## config.mk

```make
export PLATFORM = sky130hd
export DESIGN_NAME = serial_sub_ctrl
export DESIGN_NICKNAME = d
export VERILOG_FILES = /design/src/rtl/serial_sub_pkg.sv /design/src/rtl/fs_bit.sv /design/src/rtl/serial_sub_ctrl.sv
export SDC_FILE = /design/constraint.sdc
export NUM_CORES = 1
export LEC_CHECK = 0
export CAP_MARGIN = 5
export CORE_MARGIN = 3
export CORE_UTILIZATION = 25
export DETAILED_ROUTE_END_ITERATION = 6
export SLEW_MARGIN = 30
export SYNTH_ARGS = -nofsm -noshare
export SYNTH_HDL_FRONTEND = slang
export SYNTH_SLANG_ARGS = --single-unit
```

## constraint.sdc

```tcl
create_clock -name clk -period 2.18 [get_ports clk]
set_input_delay 0.654 -clock clk [delete_from_list [all_inputs] [get_ports clk]]
set_output_delay 0.654 -clock clk [all_outputs]
set_load 0.01 [all_outputs]
```

## src/rtl/serial_sub_pkg.sv

```systemverilog
// rtl/serial_sub_pkg.sv - shared FSM states and default width for the bit-serial subtractor
package serial_sub_pkg;

  localparam int SUB_DEFAULT_WIDTH = 8;

  typedef enum logic [1:0] {
    IDLE = 2'd0,
    RUN  = 2'd1,
    DONE = 2'd2
  } sub_state_e;

endpackage

```

## src/rtl/fs_bit.sv

```systemverilog
// rtl/fs_bit.sv - combinational 1-bit full-subtractor cell
module fs_bit (
  input  logic a,
  input  logic b,
  input  logic bin,
  output logic d,
  output logic bo
);

  assign d  = a ^ b ^ bin;
  assign bo = (~a & b) | (~(a ^ b) & bin);

endmodule

```

## src/rtl/serial_sub_ctrl.sv

```systemverilog
// rtl/serial_sub_ctrl.sv - bit-serial a-b-bin controller, one bit per clock through fs_bit
// Optional signed-overflow output ovf is enabled by defining SERIAL_SUB_OVF_EN.
module serial_sub_ctrl
  import serial_sub_pkg::*;
#(
  parameter int WIDTH = SUB_DEFAULT_WIDTH
) (
  input  logic             clk,
  input  logic             rst_n,
  input  logic             in_valid,
  output logic             in_ready,
  input  logic [WIDTH-1:0] a,
  input  logic [WIDTH-1:0] b,
  input  logic             bin,
  output logic             out_valid,
  input  logic             out_ready,
  output logic [WIDTH-1:0] diff,
  output logic             bout,
  output logic             busy
`ifdef SERIAL_SUB_OVF_EN
  ,
  output logic             ovf
`endif
);

  localparam int IW = (WIDTH > 1) ? $clog2(WIDTH) : 1;
  localparam logic [IW-1:0] LAST_IDX = IW'(WIDTH - 1);

  sub_state_e       state_q, state_d;
  logic [IW-1:0]    idx_q, idx_d;
  logic [WIDTH-1:0] a_q, a_d;
  logic [WIDTH-1:0] b_q, b_d;
  logic             borrow_q, borrow_d;
  logic [WIDTH-1:0] acc_q, acc_d;
  logic [WIDTH-1:0] diff_q, diff_d;
  logic             bout_q, bout_d;
  logic             out_valid_q, out_valid_d;
  logic             busy_q, busy_d;
  logic             in_ready_q, in_ready_d;
`ifdef SERIAL_SUB_OVF_EN
  logic             ovf_q, ovf_d;
`endif

  logic cell_d;
  logic cell_bo;

  fs_bit u_fs_bit (
    .a   (a_q[idx_q]),
    .b   (b_q[idx_q]),
    .bin (borrow_q),
    .d   (cell_d),
    .bo  (cell_bo)
  );

  always_comb begin
    state_d  = state_q;
    idx_d    = idx_q;
    a_d      = a_q;
    b_d      = b_q;
    borrow_d = borrow_q;
    acc_d    = acc_q;
    diff_d   = diff_q;
    bout_d   = bout_q;
`ifdef SERIAL_SUB_OVF_EN
    ovf_d    = ovf_q;
`endif

    case (state_q)
      IDLE: begin
        if (in_valid) begin
          a_d      = a;
          b_d      = b;
          borrow_d = bin;
          idx_d    = '0;
          state_d  = RUN;
        end
      end
      RUN: begin
        acc_d[idx_q] = cell_d;
        borrow_d     = cell_bo;
        if (idx_q == LAST_IDX) begin
          // Publish the full word only on completion so diff never shows a partial result.
          state_d = DONE;
          diff_d  = acc_d;
          bout_d  = cell_bo;
`ifdef SERIAL_SUB_OVF_EN
          ovf_d   = (a_q[WIDTH-1] ^ b_q[WIDTH-1]) & (a_q[WIDTH-1] ^ cell_d);
`endif
        end else begin
          idx_d = idx_q + IW'(1);
        end
      end
      DONE: begin
        if (out_ready) begin
          state_d = IDLE;
        end
      end
      default: state_d = IDLE;
    endcase

    out_valid_d = (state_d == DONE);
    busy_d      = (state_d != IDLE);
    in_ready_d  = (state_d == IDLE);
  end

  always_ff @(posedge clk or negedge rst_n) begin
    if (!rst_n) begin
      state_q     <= IDLE;
      idx_q       <= '0;
      a_q         <= '0;
      b_q         <= '0;
      borrow_q    <= 1'b0;
      acc_q       <= '0;
      diff_q      <= '0;
      bout_q      <= 1'b0;
      out_valid_q <= 1'b0;
      busy_q      <= 1'b0;
      in_ready_q  <= 1'b1;
`ifdef SERIAL_SUB_OVF_EN
      ovf_q       <= 1'b0;
`endif
    end else begin
      state_q     <= state_d;
      idx_q       <= idx_d;
      a_q         <= a_d;
      b_q         <= b_d;
      borrow_q    <= borrow_d;
      acc_q       <= acc_d;
      diff_q      <= diff_d;
      bout_q      <= bout_d;
      out_valid_q <= out_valid_d;
      busy_q      <= busy_d;
      in_ready_q  <= in_ready_d;
`ifdef SERIAL_SUB_OVF_EN
      ovf_q       <= ovf_d;
`endif
    end
  end

  assign in_ready  = in_ready_q;
  assign out_valid = out_valid_q;
  assign diff      = diff_q;
  assign bout      = bout_q;
  assign busy      = busy_q;
`ifdef SERIAL_SUB_OVF_EN
  assign ovf       = ovf_q;
`endif

endmodule
```

==> run notes <==
Placement
- -149 ps — post-place setup slack
- 0.715 — final weighted congestion in routability-driven placement
- 2530 µm² — placed instance area

Layout
- 0 — diode count
- 4 — Non-Clock Inverter Count
- sequential cells — Leading cell kind
- 16.5% — non-clk buf share
- 236 — number of nets at the end of the flow
- 42 — number of flip-flops and latches
- 314 — non-filler cells in the finished layout
- 47 — buffer count excluding the clock tree in the final layout
- 29.7% — fraction of final layout cells with drive strength greater than 1
- 1010 µm² — area used by multi-input combinational logic

Worst setup path
- 2370 ps — arrival time of data at the critical path endpoint
- 6 — count of cell instances traversed by the critical path
- 2370 ps — critical path required time
- diff[4] — capture point of the critical path
- 6 — largest fanout on the critical path
- sky130_fd_sc_hd__fa_2 — cell with the largest stage delay on the worst path
- 570 ps — maximum cell stage delay along the critical path
- 6 — Worst Reg2Reg Path Length in Cells
- 0 — buffers plus inverters on the worst setup path
- simple AND/OR/NAND/NOR gates — top cell family by delay on the critical path
- flop — kind of end point of the critical path
- flop — Setup crit start kind

Routing
- 1459 — total number of vias
- 13.4 µm — WL/cell
- 4210 µm — Detailed Route WL
- 225 µm — met3 wire len
- met4 — uppermost routed layer
- 72 — drt initial violations
- 1870 µm — Metal-1 WL

Floorplanning
- 7850 µm² — floorplan core area
- 33 — Boundary Pins
- 26.1% — floorplan-stage core utilization
- 9310 µm² — die area
- 96.5 µm — Chip Width

STA
- 0.460 GHz — f_max
- 572 ps — Least-Margin Pin Slew
- 0 — final number of hold-violating endpoints
- 0 — count of final max-slew check failures
- 99.6% — share of the cycle needed by the critical path after routing

Synthesis
- 11.6% — yosys simple share
- 100% — share of async-settable or async-resettable flops after synthesis
- 2050 µm² — YS chip area
- 34 — Cell variety after synth
- 13.4% — AO/OA Area Share
- sky130_fd_sc_hd__dfrtp_1 50%, sky130_fd_sc_hd__mux2_2 11%, sky130_fd_sc_hd__mux2i_1 2.9% — Cell area leaders
- 195 — Post-Synthesis Net Count
- 42 — register bit total from synthesis
- 0% — xor/xnor share
- 2050 µm² — summed instance area of the synthesized netlist

Pwr
- 0.00111 µW — static power due to leakage
- 1430 µW — power attributed to sequential cells
- 58.1% — combinational power share
- combinational cells — Main power group
- 1760 µW — total net switching power
- 2780 µW — internal power summed over all cells
- 38.8% — fraction of power spent switching nets

Run status
- finished clean — outcome

Worst hold path
- input pin to async pin — hold crit path type

Global route
- 2.87% — GR Layer Usage met3
- met2 — routing layer with the top usage in global route
- 1492 — vias in the first global route
- 0 — aggregate global routing overflow
- 12.4% — met1 track demand over resource in global routing
- 22 — largest net degree at the start of global routing

CTS
- sky130_fd_sc_hd__clkbuf_8 — Root Driver
- 5 — number of buffers inserted during clock tree synthesis
- 6 — post-cts sizing count
- 2 — buffers from clock root to sink, at most
- yes — clock tree from TritonCTS

Run
- 30 — OpenROAD warning count
- 0 — number of max-cap violations

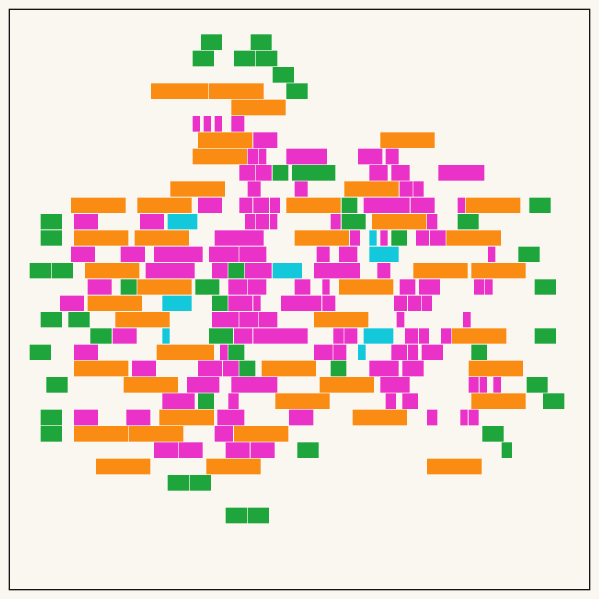
(images/class_map.png)
(6 px per µm)
| class | colour | cells | share of their area |
|---|---|---|---|
| clock drivers and dummy loads | cyan | 8 | 3.1% |
| remaining buffers and delay cells | green | 47 | 17% |
| registers | orange | 42 | 40% |
| remaining logic cells | magenta | 115 | 39% |
post-route standard cell area excluding fillers: 2740 µm²
flip-flop and latch share of the layout cell area: 38.4%

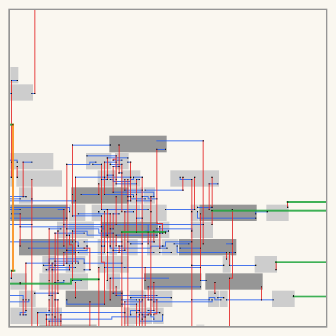
(images/closeup.png)
Region (46, 46) to (96, 96) µm. Cells in grey, sequential cells in the stronger grey; small squares are vias.
| layer | colour |
|---|---|
| M3 | green |
| M2 | red |
| M4 | orange |
| M1 | blue |
netlist names of flops here include: `acc_q` (5), `diff` (4)
sequential cells in the window: 10
cells with their middle in the window: 56
most frequent: dfrtp_1 (10)

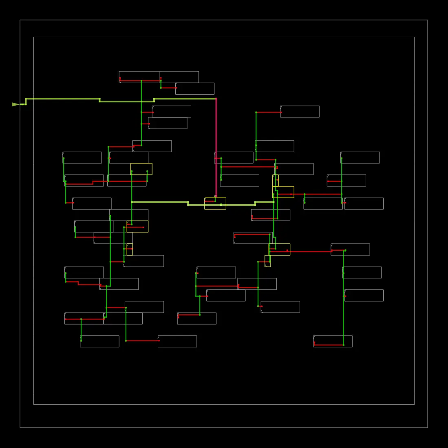
(images/clock_nets.png)
count of clock-net buffers in the final layout: 8
clock network latency to the later pin of the worst-skew pair: 280 ps
Clock Skew: 7.06 ps

Power is estimated from default activity; no workload was simulated.
